$ cat config.mk
export PLATFORM = sky130hd
export DESIGN_NAME = solicitud_peatonal
export DESIGN_NICKNAME = d
export VERILOG_FILES = /design/src/rtl/semaforos_pkg.sv /design/src/rtl/antirrebote.sv /design/src/rtl/solicitud_peatonal.sv
export SDC_FILE = /design/constraint.sdc
export NUM_CORES = 1
export LEC_CHECK = 0
export CAP_MARGIN = 20
export CORE_MARGIN = 4
export CORE_UTILIZATION = 45
export DETAILED_ROUTE_END_ITERATION = 12
export GPL_ROUTABILITY_DRIVEN = 1
export PLACE_DENSITY = 0.71
export SLEW_MARGIN = 20
export SYNTH_ARGS = -nofsm -noshare
export SYNTH_HDL_FRONTEND = slang
export SYNTH_SLANG_ARGS = --single-unit
$ cat constraint.sdc
create_clock -name clk -period 1.45 [get_ports clk]
set_input_delay 0.3625 -clock clk [delete_from_list [all_inputs] [get_ports clk]]
set_output_delay 0.3625 -clock clk [all_outputs]
set_load 0.05 [all_outputs]
$ cat src/rtl/semaforos_pkg.sv
// semaforos_pkg: shared light-state encoding used by the traffic-light
// controller and by the pedestrian request logic.
//   LUZ_W     - width of a light-state bus
//   ROJO      - 2'b00, red
//   AMARILLO  - 2'b01, amber
//   VERDE     - 2'b10, green
//   2'b11 is not a legal state and is deliberately treated as "not red".
package semaforos_pkg;

  localparam int unsigned LUZ_W = 2;

  typedef logic [LUZ_W-1:0] luz_t;

  localparam luz_t ROJO     = 2'b00;
  localparam luz_t AMARILLO = 2'b01;
  localparam luz_t VERDE    = 2'b10;

  // Only the exact ROJO code counts as red; the invalid code falls on the
  // "not red" side so a corrupted feedback never silently serves a request.
  function automatic logic es_rojo(input luz_t luz);
    return (luz == ROJO);
  endfunction

endpackage

$ cat src/rtl/antirrebote.sv
// antirrebote: button conditioning for one pedestrian push-button.
//   2-flop synchronizer -> consecutive-cycle debounce -> rising-edge pulse.
// Ports:
//   clk    - clock, rising edge
//   reset  - asynchronous, active-low
//   enb    - clock enable; all state holds while low
//   boton  - raw asynchronous, bouncing, active-high button
//   pulso  - high during the one enabled cycle after the debounced level
//            went 0->1 (combinational from registered state)
// Parameter:
//   DEB_CYCLES - consecutive enabled cycles the synchronized level must
//                disagree with the debounced level before it is accepted
//                (2..255)
module antirrebote #(
  parameter int unsigned DEB_CYCLES = 4
) (
  input  logic clk,
  input  logic reset,
  input  logic enb,
  input  logic boton,
  output logic pulso
);

  localparam logic [7:0] CNT_MAX = 8'(DEB_CYCLES - 1);

  logic       sinc_1;
  logic       sinc_2;
  logic       nivel;
  logic       nivel_prev;
  logic [7:0] cuenta;

  always_ff @(posedge clk or negedge reset) begin
    if (!reset) begin
      sinc_1     <= 1'b0;
      sinc_2     <= 1'b0;
      nivel      <= 1'b0;
      nivel_prev <= 1'b0;
      cuenta     <= '0;
    end else if (enb) begin
      sinc_1     <= boton;
      sinc_2     <= sinc_1;
      nivel_prev <= nivel;
      // Any agreeing cycle restarts the count; the level flips on the
      // cycle that completes DEB_CYCLES consecutive disagreements.
      if (sinc_2 == nivel) begin
        cuenta <= '0;
      end else if (cuenta == CNT_MAX) begin
        nivel  <= sinc_2;
        cuenta <= '0;
      end else begin
        cuenta <= cuenta + 8'd1;
      end
    end
  end

  // Only presses matter; releases never produce a pulse.
  assign pulso = nivel & ~nivel_prev;

endmodule

$ cat src/rtl/solicitud_peatonal.sv
// solicitud_peatonal: latches pedestrian crossing requests for two roads and
// clears them once the corresponding light has turned red.
// Ports:
//   clk                   - clock, rising edge
//   reset                 - asynchronous, active-low
//   enb                   - clock enable; state freezes, servido_x forced 0
//   boton_A / boton_B     - raw bouncing buttons, active-high
//   semaforo_A / _B       - current light state fed back from the controller
//   Apeatonal / Bpeatonal - registered pending request per road
//   servido_A / _B        - registered one-cycle pulse when a pending request
//                           is served (light became red)
// Parameter:
//   DEB_CYCLES            - debounce length, passed to both button channels
module solicitud_peatonal
  import semaforos_pkg::*;
#(
  parameter int unsigned DEB_CYCLES = 4
) (
  input  logic             clk,
  input  logic             reset,
  input  logic             enb,
  input  logic             boton_A,
  input  logic             boton_B,
  input  logic [LUZ_W-1:0] semaforo_A,
  input  logic [LUZ_W-1:0] semaforo_B,
  output logic             Apeatonal,
  output logic             Bpeatonal,
  output logic             servido_A,
  output logic             servido_B
);

  logic pulso_A;
  logic pulso_B;
  luz_t prev_A;
  luz_t prev_B;
  logic servir_A;
  logic servir_B;

  antirrebote #(.DEB_CYCLES(DEB_CYCLES)) u_antirrebote_A (
    .clk   (clk),
    .reset (reset),
    .enb   (enb),
    .boton (boton_A),
    .pulso (pulso_A)
  );

  antirrebote #(.DEB_CYCLES(DEB_CYCLES)) u_antirrebote_B (
    .clk   (clk),
    .reset (reset),
    .enb   (enb),
    .boton (boton_B),
    .pulso (pulso_B)
  );

  // Serve on the transition into red, not on red itself.
  always_comb begin
    servir_A = !es_rojo(prev_A) && es_rojo(semaforo_A);
    servir_B = !es_rojo(prev_B) && es_rojo(semaforo_B);
  end

  always_ff @(posedge clk or negedge reset) begin
    if (!reset) begin
      prev_A    <= ROJO;
      Apeatonal <= 1'b0;
      servido_A <= 1'b0;
    end else if (enb) begin
      prev_A <= semaforo_A;
      // Clearing has priority over a press arriving in the same cycle.
      if (servir_A) begin
        Apeatonal <= 1'b0;
        servido_A <= Apeatonal;
      end else begin
        servido_A <= 1'b0;
        if (pulso_A && !es_rojo(semaforo_A)) begin
          Apeatonal <= 1'b1;
        end
      end
    end else begin
      servido_A <= 1'b0;
    end
  end

  always_ff @(posedge clk or negedge reset) begin
    if (!reset) begin
      prev_B    <= ROJO;
      Bpeatonal <= 1'b0;
      servido_B <= 1'b0;
    end else if (enb) begin
      prev_B <= semaforo_B;
      if (servir_B) begin
        Bpeatonal <= 1'b0;
        servido_B <= Bpeatonal;
      end else begin
        servido_B <= 1'b0;
        if (pulso_B && !es_rojo(semaforo_B)) begin
          Bpeatonal <= 1'b1;
        end
      end
    end else begin
      servido_B <= 1'b0;
    end
  end

endmodule

==> reports/qor_table.md <==
| Quantity | This run |
|---|---|
| Switching share of power | 32.9% |
| CTS clk-pin slew, worst paths | 0.10 ns |
| DRC marker count from the first detailed-route iteration | 70 |
| WL met3 | 95 um |
| Cell-internal power | 2.13 mW |
| Number of cell instances after yosys synthesis | 137 |
| Detailed route wirelength on metal2 | 1660 um |
| Final number of setup-violating endpoints | 8 |
| Overall die height | 66.4 um |
| Final Hold Viols | 0 |
| Number of cells after detailed placement | 211 |
| Core Region | 3150 um2 |
| Clk sink count | 32 |
| RSZ-0062 raised after global routing | yes |
| Count of nets after finishing | 198 |
| Violations in the final reports | setup timing |
| Most frequent logic cell in the layout | buf_4 |
| Mean cell area of the mapped netlist | 11.2 um2 |
| Setup_tns | -0.481 ns |
| Total standard cell area after synthesis | 1540 um2 |
| Last element of the critical path | u_antirrebote_A.cuenta[7]$_DFFE_PN0P_ |
| Antenna fix cells | 0 |
| Power in combinational cells | 1.27 mW |
| Fraction of layout instances using a drive strength above 1 | 40.9% |
| Clock tree from TritonCTS | built |
| Transition time at the pin with the least slew margin | 0.361 ns |
| Sequential power | 1.23 mW |
| Post-detailed-route wirelength per cell | 13.8 um |
| GPL Wtd Cong | 0.858 |
| Count of instances resized after the clock tree is built | 3 |
| Critical path peak fanout | 7 |
| Worst-case setup slack after placement | -0.191 ns |
| Final setup slack of the worst path | -0.133 ns |
| First-pass GRT wire length | 5550 um |
| Maximum frequency from static timing analysis | 632 MHz |
| Number of vias per cell | 5.23 |
| Clock root buffer | clkbuf_4 |
| Count of yosys warnings during synthesis | 0 |
| ANT nets after route | 0 |
| Remaining routing DRC violations | 0 |
| Die Footprint | 4410 um2 |
| Count of buffers inserted at the top-level ports | 12 |
| Power consumed by the clock network | 668 uW |
| Worst setup EP type | flop |
| Post-route total power | 3.17 mW |
| R2R Setup Slk | -0.13 ns |
| Cell types with the largest area share after synthesis | dfrtp_1 (52%), mux2_2 (8.8%), a31oi_1 (4.1%) |
| Post-route minimum period | 1.58 ns |
| Number of standard cells in the layout, taps in and fillers out | 230 |
| Global route hottest layer | met2 |
| All-layer global routing usage | 17.1% |
| Post-synthesis chip area from yosys | 1540 um2 |
| Final HPWL from detailed placement | 2190 um |
| Required time worst endpoint | 1.68 ns |
| Post-CTS Setup Bufs | 4 |
| Portion of total power attributed to sequential cells | 38.8% |
| Count of flip-flops with a built-in enable after synthesis | 0 |
| Fraction of synthesized cell area taken by the top area cell type | 52.1% |
| Buffers plus inverters on the worst setup path | 1 |
| Signal arrival time at the worst endpoint | 1.81 ns |
| Outcome | finished, violations left |
| Cell Area, Placed | 1940 um2 |
| Metal-1 WL | 1360 um |
| Relative max-transition margin | 75.7% |
| Number of iterations in the first detailed-routing pass | 4 |
| FP Rows | 20 |
| DIE WIDTH | 66.4 um |
| Cell class contributing the biggest share of worst-path delay | AND-OR/OR-AND gates |
| Static leakage | 0.976 nW |
| Min-delay worst type | in2async |
| Max-Cap Viols | 0 |
| Vias in the first global route | 1,240 |
| Synth Instances | 137 |
| Synthesis-to-layout area growth | 38.2% |
| Launch point of the critical path | u_antirrebote_A.cuenta[0]$_DFFE_PN0P_ |
| Most common cell in the synthesized netlist | dfrtp_1 |
| OpenROAD warnings | 31 |
| Kind of start point of the critical path | flop |
| Post-synthesis net count | 150 |
| Maximum vdd ir drop | 1.03 mV |
## worst min path at each step
stage / cells past startpoint / startpoint / endpoint / slack, ns
2_1_floorplan: 0 / reset / Apeatonal$_DFFE_PN0P_ / 0.07
3_3_place_gp: 1 / u_antirrebote_B.nivel_prev$_DFFE_PN0P_ / Bpeatonal$_DFFE_PN0P_ / 0.43
3_5_place_dp: 1 / u_antirrebote_B.nivel_prev$_DFFE_PN0P_ / Bpeatonal$_DFFE_PN0P_ / 0.44
4_1_cts: 2 / reset / Apeatonal$_DFFE_PN0P_ / 0.38
5_1_grt: 2 / reset / Apeatonal$_DFFE_PN0P_ / 0.35
6_report: 2 / reset / u_antirrebote_A.cuenta[3]$_DFFE_PN0P_ / 0.37
## area by class of cell
cell class / count / area, um2
clock buffer: 6 / 41.3
clock inverter: 2 / 35.0
fill: 254 / 1030
inverter: 6 / 22.5
multi-input combinational: 92 / 718
sequential: 32 / 801
tap: 44 / 55.1
timing repair buffer: 48 / 450
## cells by family after synthesis
logic type | share of synthesized area (%)
flops | 52.1
simple gates | 13.8
fa+ha+maj | 3.26
compound gates | 15.4
xor+xnor | 2.28
buf+inv | 4.31
mux | 8.79
## sequential cells by signal, indices dropped and copies added (netlist names)
register                    cells
u_antirrebote_A.sinc_1          1
Bpeatonal                       1
u_antirrebote_A.nivel_prev      1
u_antirrebote_B.nivel_prev      1
servido_A                       1
Apeatonal                       1
prev_A                          2
u_antirrebote_B.nivel           1
u_antirrebote_B.cuenta          8
servido_B                       1
u_antirrebote_A.nivel           1
u_antirrebote_A.cuenta          8
prev_B                          2
u_antirrebote_B.sinc_2          1
u_antirrebote_A.sinc_2          1
u_antirrebote_B.sinc_1          1
Fig. 1: register map, names as in the netlist
Other sequential cells in the stronger gray, the rest of the logic in the fainter gray.
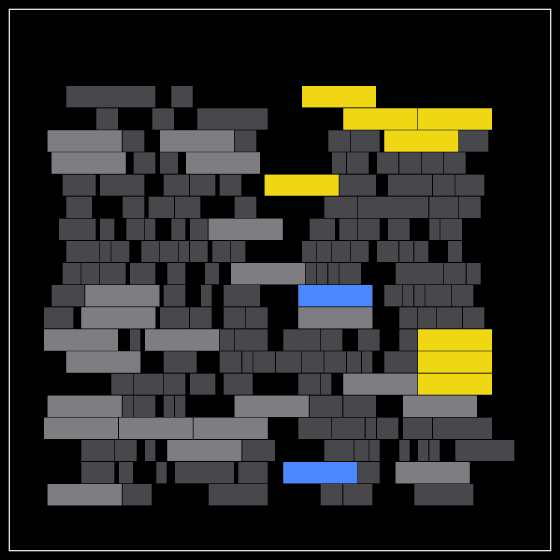
Key: blue = prev_A [sequential cells 2]; yellow = u_antirrebote_A.cuenta [sequential cells 8]
final design utilization: 67.3%
fraction of area in registers: 37.7%

Fig. 2: the metal 3 layer
The bar under the picture is 20 um long. Cells faint in the background.
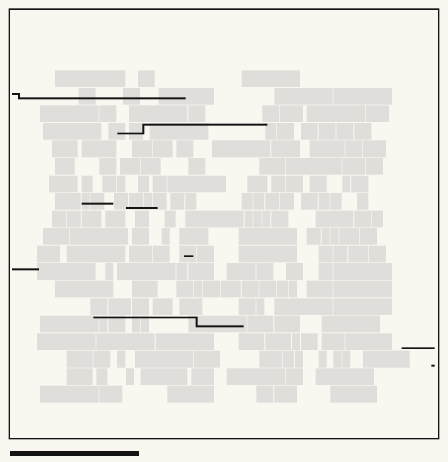
The layer carries 95.4 um of wire. 7 nets have wire on it. The wires run mostly horizontal. The layer holds 3.0% of the routed length. The longest straight run is 25.8 um.
global routing usage on met3: 5.10%
Detailed Route WL: 3180 um
vias: 1,203

Fig. 3: the metal 1 layer
The bar under the picture is 20 um long. Cells faint in the background.
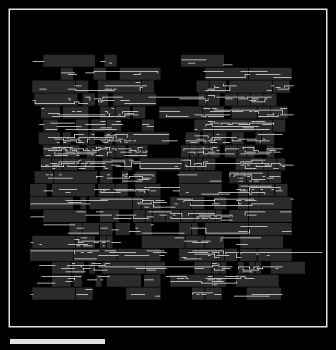
The longest straight run is 22.5 um. The layer carries 1,360 um of wire. The wires run mostly horizontal. The layer holds 43% of the routed length.
met1 track demand over resource: 19.1%

Power is estimated from default activity; no workload was simulated.
